==> images/clocks.png <==
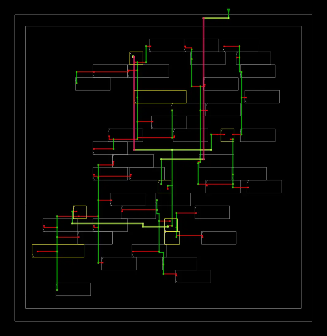
==> images/io_placement.png <==
Pins as bars across the die edge, other pins in gray.
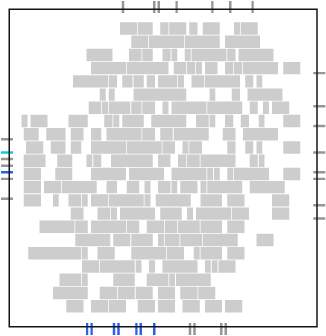
==> images/wires.png <==
Scale bar: 20 um.
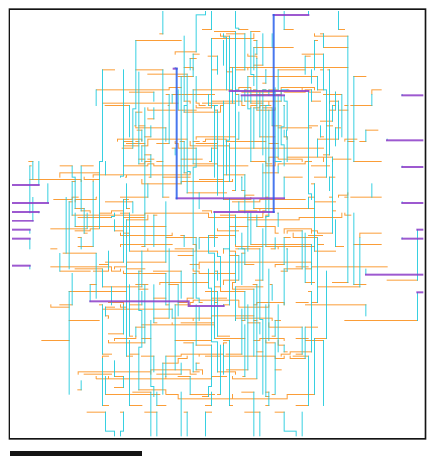
$ cat config.mk
export PLATFORM = sky130hd
export DESIGN_NAME = serial_sub_ctrl
export DESIGN_NICKNAME = d
export VERILOG_FILES = /design/src/rtl/serial_sub_pkg.sv /design/src/rtl/fs.sv /design/src/rtl/serial_sub_ctrl.sv
export SDC_FILE = /design/constraint.sdc
export NUM_CORES = 1
export LEC_CHECK = 0
export CORE_AREA = 2 2 61 63
export DETAILED_ROUTE_END_ITERATION = 8
export DIE_AREA = 0 0 63 65
export HOLD_SLACK_MARGIN = 0.06
export PLACE_DENSITY = 0.85
export SLEW_MARGIN = 15
export SYNTH_ARGS = -nofsm -noshare
export SYNTH_HDL_FRONTEND = slang
export SYNTH_SLANG_ARGS = --single-unit
$ cat constraint.sdc
create_clock -name clk -period 1.6 [get_ports clk]
set_input_delay 0.16 -clock clk [delete_from_list [all_inputs] [get_ports clk]]
set_output_delay 0.16 -clock clk [all_outputs]
set_load 0.01 [all_outputs]
$ cat src/rtl/serial_sub_pkg.sv
// Shared definitions for the bit-serial subtraction controller.
//   state_t    : controller state encoding (IDLE/RUN/DONE)
//   cnt_width  : bit-counter width for a given operand width (minimum 1 bit)
package serial_sub_pkg;

  typedef enum logic [1:0] {
    IDLE = 2'd0,
    RUN  = 2'd1,
    DONE = 2'd2
  } state_t;

  // $clog2(1) is 0, so a single-bit operand still needs a 1-bit counter.
  function automatic int cnt_width(input int w);
    return (w <= 2) ? 1 : $clog2(w);
  endfunction

endpackage

$ cat src/rtl/fs.sv
// 1-bit full subtractor: computes a - b - cin.
// Ports:
//   a, b, cin : minuend bit, subtrahend bit, borrow-in
//   D         : difference bit
//   B         : borrow-out (set when a < b + cin)
module fs (
  input  logic a,
  input  logic b,
  input  logic cin,
  output logic D,
  output logic B
);

  assign D = a ^ b ^ cin;
  assign B = (~a & (b | cin)) | (b & cin);

endmodule

$ cat src/rtl/serial_sub_ctrl.sv
// Bit-serial WIDTH-bit subtractor: one fs cell, fed LSB first, one bit per clock.
// Ports:
//   clk, rst           : clock, synchronous active-high reset
//   start_valid/ready  : operand handshake (ready only in IDLE)
//   a_in, b_in, bin    : minuend, subtrahend, borrow-in
//   diff_out, bout     : registered difference and final borrow
//   out_valid/ready    : result handshake (valid only in DONE)
//   busy               : operation in progress or result pending
module serial_sub_ctrl
  import serial_sub_pkg::*;
#(
  parameter int WIDTH = 8
) (
  input  logic             clk,
  input  logic             rst,
  input  logic             start_valid,
  output logic             start_ready,
  input  logic [WIDTH-1:0] a_in,
  input  logic [WIDTH-1:0] b_in,
  input  logic             bin,
  output logic [WIDTH-1:0] diff_out,
  output logic             bout,
  output logic             out_valid,
  input  logic             out_ready,
  output logic             busy
);

  localparam int CW = cnt_width(WIDTH);
  localparam logic [CW-1:0] LAST = CW'(WIDTH - 1);

  state_t           state;
  state_t           state_nxt;
  logic [WIDTH-1:0] a_sh;
  logic [WIDTH-1:0] b_sh;
  logic [WIDTH-1:0] diff_sh;
  logic [WIDTH-1:0] diff_nxt;
  logic             brw;
  logic [CW-1:0]    cnt;
  logic             d_bit;
  logic             b_bit;
  logic             last;

  fs u_fs (
    .a   (a_sh[0]),
    .b   (b_sh[0]),
    .cin (brw),
    .D   (d_bit),
    .B   (b_bit)
  );

  // Difference bits enter at the MSB and walk down; after WIDTH shifts the
  // first-computed (LSB) bit lands in position 0.
  generate
    if (WIDTH == 1) begin : g_w1
      assign diff_nxt = d_bit;
    end else begin : g_wn
      assign diff_nxt = {d_bit, diff_sh[WIDTH-1:1]};
    end
  endgenerate

  assign last        = (cnt == LAST);
  assign start_ready = (state == IDLE);
  assign busy        = (state != IDLE);
  assign out_valid   = (state == DONE);

  always_ff @(posedge clk) begin
    if (rst) state <= IDLE;
    else     state <= state_nxt;
  end

  always_comb begin
    state_nxt = state;
    case (state)
      IDLE:    if (start_valid) state_nxt = RUN;
      RUN:     if (last)        state_nxt = DONE;
      DONE:    if (out_ready)   state_nxt = IDLE;
      default:                  state_nxt = IDLE;
    endcase
  end

  always_ff @(posedge clk) begin
    if (rst) begin
      a_sh     <= '0;
      b_sh     <= '0;
      diff_sh  <= '0;
      brw      <= 1'b0;
      cnt      <= '0;
      diff_out <= '0;
      bout     <= 1'b0;
    end else begin
      case (state)
        IDLE: begin
          if (start_valid) begin
            a_sh    <= a_in;
            b_sh    <= b_in;
            brw     <= bin;
            cnt     <= '0;
            diff_sh <= '0;
          end
        end
        RUN: begin
          diff_sh <= diff_nxt;
          brw     <= b_bit;
          a_sh    <= a_sh >> 1;
          b_sh    <= b_sh >> 1;
          // Counter stops at the terminal count so it never wraps.
          if (last) begin
            diff_out <= diff_nxt;
            bout     <= b_bit;
          end else begin
            cnt <= cnt + CW'(1);
          end
        end
        default: ;
      endcase
    end
  end

endmodule

==> job_summary.md <==
## Implementation flow summary

| Metric | Value |
|---|---|
| Reg2reg start | cnt[0] |
| Fmax | 698 MHz |
| Synthesized area | 1640 um2 |
| DRC | 0 |
| Peak VDD IR | 891 uV |
| Drt pass-1 iters | 4 |
| ANT cells | 0 |
| 1st-iter DRT viols | around 52 |
| Syn_area_per_cell | around 9.9 um2 |
| Status | completed |
| Final Hold Vio Count | 0 |
| Logic cell area | ~800 um2 |
| Die area | 4100 um2 |
| CTS Root Cell | clkbuf_4 |
| Top Layout Cells | 36 x dfxtp_1, 29 x clkdlybuf4s50_1, 25 x nor2_1 |
| Seq/Total Area, Yosys | about 46% |
| Yosys warnings | 0 |
| Final period utilization | approximately 90% |
| R2R depth | 5 |
| Reg2reg setup slack | approximately 170 ps |
| Power per Cell Area | slightly below 1000 nW/um2 |
| Routability cong. | between 0.7 and 0.8 |
| Worst setup path class | register to register |
| Largest net degree at the start of global routing | 31 |
| I/O Buffers | 32 |
| Maximum capacitance violations | 0 |
| Finished Cell Area | around 2100 um2 |
| Most frequent logic cell in the layout | dfxtp_1 |
| Placed cell area | around 2000 um2 |
| TritonCTS clock tree | yes |
| FF+latch area | a little under 800 um2 |
| HP Class | primary input to register |
| Distinct lib cells | 28 |
| Hold slack | roughly 440 ps |
| Family with the most delay on the worst path | adder cells |
| CP most frequent cell | ha_1 |
| Startpoint Class | register |
| Static Leak | 0.000813 uW |
| Placement row count | 22 |
| First-pass GRT wire length | 5220 um |
| Fillcell total | between 300 and 400 |
| DP HPWL | 2170 um |
| CTS Buffer Depth | 2 |
| Crit path largest cell delay | 330 ps |
| Cell taking the most area after synthesis | dfxtp_1 |
| Critical path cell sequence | ha_1 -> ha_1 -> nand2b_1 -> a21oi_1 -> o21ai_0 |
| Vias per std cell | roughly 5.1 |
| Yosys cell count | 166 |
| Crit path max fanout | 4 |
| Synth Instances | about 170 |
| CP required | 1830 ps |
| Max_slew headroom | ~69% |
| Clock skew | about 11 ps |
| Fraction of final layout cells sized beyond drive strength 1 | 15.4% |
| Max H-tree Level | 2 |
| RSZ-0062 raised after global routing | false |
| Dpl cells | between 200 and 250 |
| Fin cells | approximately 250 |
| Buffers and inverters on the worst path | 0 |
| Setup violations, final | 0 |
| Critical Path AT | between 1500 and 2000 ps |
| Critical Path Slowest Stage Cell | dfxtp_1 |
| Post-Syn Nets | 190 |
| Area growth, synth to finish | 30.1% |
| Vias in the first global route | between 1000 and 1500 |
| Initial antenna violation count | 0 |
| Worst Setup End Kind | register |
| Core box area | around 3500 um2 |
| Hold Crit Endpoint | state[1] |
| Total I/O pin count | 33 |
| Antenna viol nets, final | 0 |
| Hold Path Origin | out_ready |
| Final slew viol count | 0 |
| R2r endpoint | cnt[1] |
About clocks.png:
Power Clock: 813 uW
clk_lat worst skew: 350 ps
TritonCTS buffer count: 5
CTS sink cnt: 38

About io_placement.png:
[blue] b_in | pins: 8 | direction: input | edge: 7 south, 1 west
[cyan] start_ready | pins: 1 | direction: output | edge: west
all pins by edge: 11 south, 8 east, 7 west, 7 north
Die Ht: 65 um
die width: 63 um

About wires.png:
[cyan] metal 2 | wire length: 1580 um
[orange] metal 1 | wire length: 1340 um
[blue] metal 4 | wire length: 49.6 um
[purple] metal 3 | wire length: 121 um
Routed WL: 3090 um
Avg WL per Cell: 12.4 um
via count: 1280
GRT Total Usage: 16.6%

area by class of cell:
type / instances / share of cell area [%]
clock inverter: 3 / 3.23
inverter: 4 / 0.705
timing repair buffer: 38 / 18.3
sequential: 38 / 36.1
multi-input combinational: 113 / 37.1
clock buffer: 5 / 1.76
tap: 48 / 2.82
registers in the layout (all words and copies together), names as in the netlist:
name and flops:
cnt 3, diff_out 8, brw 1, a_sh 8, diff_sh 7, bout 1
b_sh 8, state 2
worst register-to-register path, delay by kind of cell, from the launching register on:
family,cells,cell delay [ps]
fa+ha+maj,2,440
compound gates,2,390
simple gates,1,170
flops,1,330
stage by stage:
step                      setup WS (ps)  util [%]  total power (uW)
after floorplan                     246         -              1240
after global placement              200      57.5              1320
after detailed placement            108      57.5              1330
after CTS                          29.1      60.9              2140
after global routing               68.8      61.0              2210
final                               167      61.0              2120
what timing repair did:
action | CTS | global route
endpoints found under the setup margin | 3 | 1
hold buffers | 0 | 0
gates resized | 8 | 1
cell usage after synthesis:
cell / number
a211oi_1: 5
a211oi_2: 10
a21oi_1: 10
a22oi_1: 7
a32oi_1: 2
and2b_1: 1
buf_1: 1
buf_12: 1
buf_2: 5
buf_4: 2
buf_6: 1
clkbuf_1: 1
dfxtp_1: 38
fa_1: 1
ha_1: 2
inv_1: 4
mux2i_1: 16
nand2_1: 11
nand2b_1: 5
nand3_1: 8
nand3b_2: 1
nor2_1: 26
nor2b_1: 2
nor4b_2: 1
o21ai_0: 2
o21ba_2: 1
o21bai_2: 1
o31ai_1: 1
metal layers:
metal | wire (um) | vias to the layer above | global-route usage, %
met1 | 1340 | 594 | 18.2
li1 | - | 654 | -
met4 | 49 | 0 | 8.89
met5 | 0 | - | 0
met3 | 121 | 4 | 4.86
met2 | 1580 | 28 | 28.7
worst max path at each step:
stage / start / to / slack (ps) / depth (start not counted)
5_1_grt: cnt[0] / cnt[1] / 70 / 5
4_1_cts: state[0] / busy / 30 / 3
6_report: cnt[0] / cnt[1] / 170 / 5
2_1_floorplan: cnt[0] / diff_out[7] / 250 / 6
3_3_place_gp: start_valid / b_sh[0] / 200 / 5
3_5_place_dp: start_valid / a_sh[6] / 110 / 5
power breakdown:
group | switching [uW] | internal [uW]
Combinational | 139 | 146
Sequential | 30.8 | 991
Clock | 324 | 489
Total | 494 | 1630
cell families (layout without fill, tap and decap cells):
kind of cell	count (synthesis)	count (layout)	synth area share, %
compound gates	39	39	19.6
fa+ha+maj	3	3	2.75
buf+inv	15	50	5.73
flops	38	38	46.4
simple gates	55	55	15.7
mux	16	16	9.78
Power and IR drop assume default switching activity.
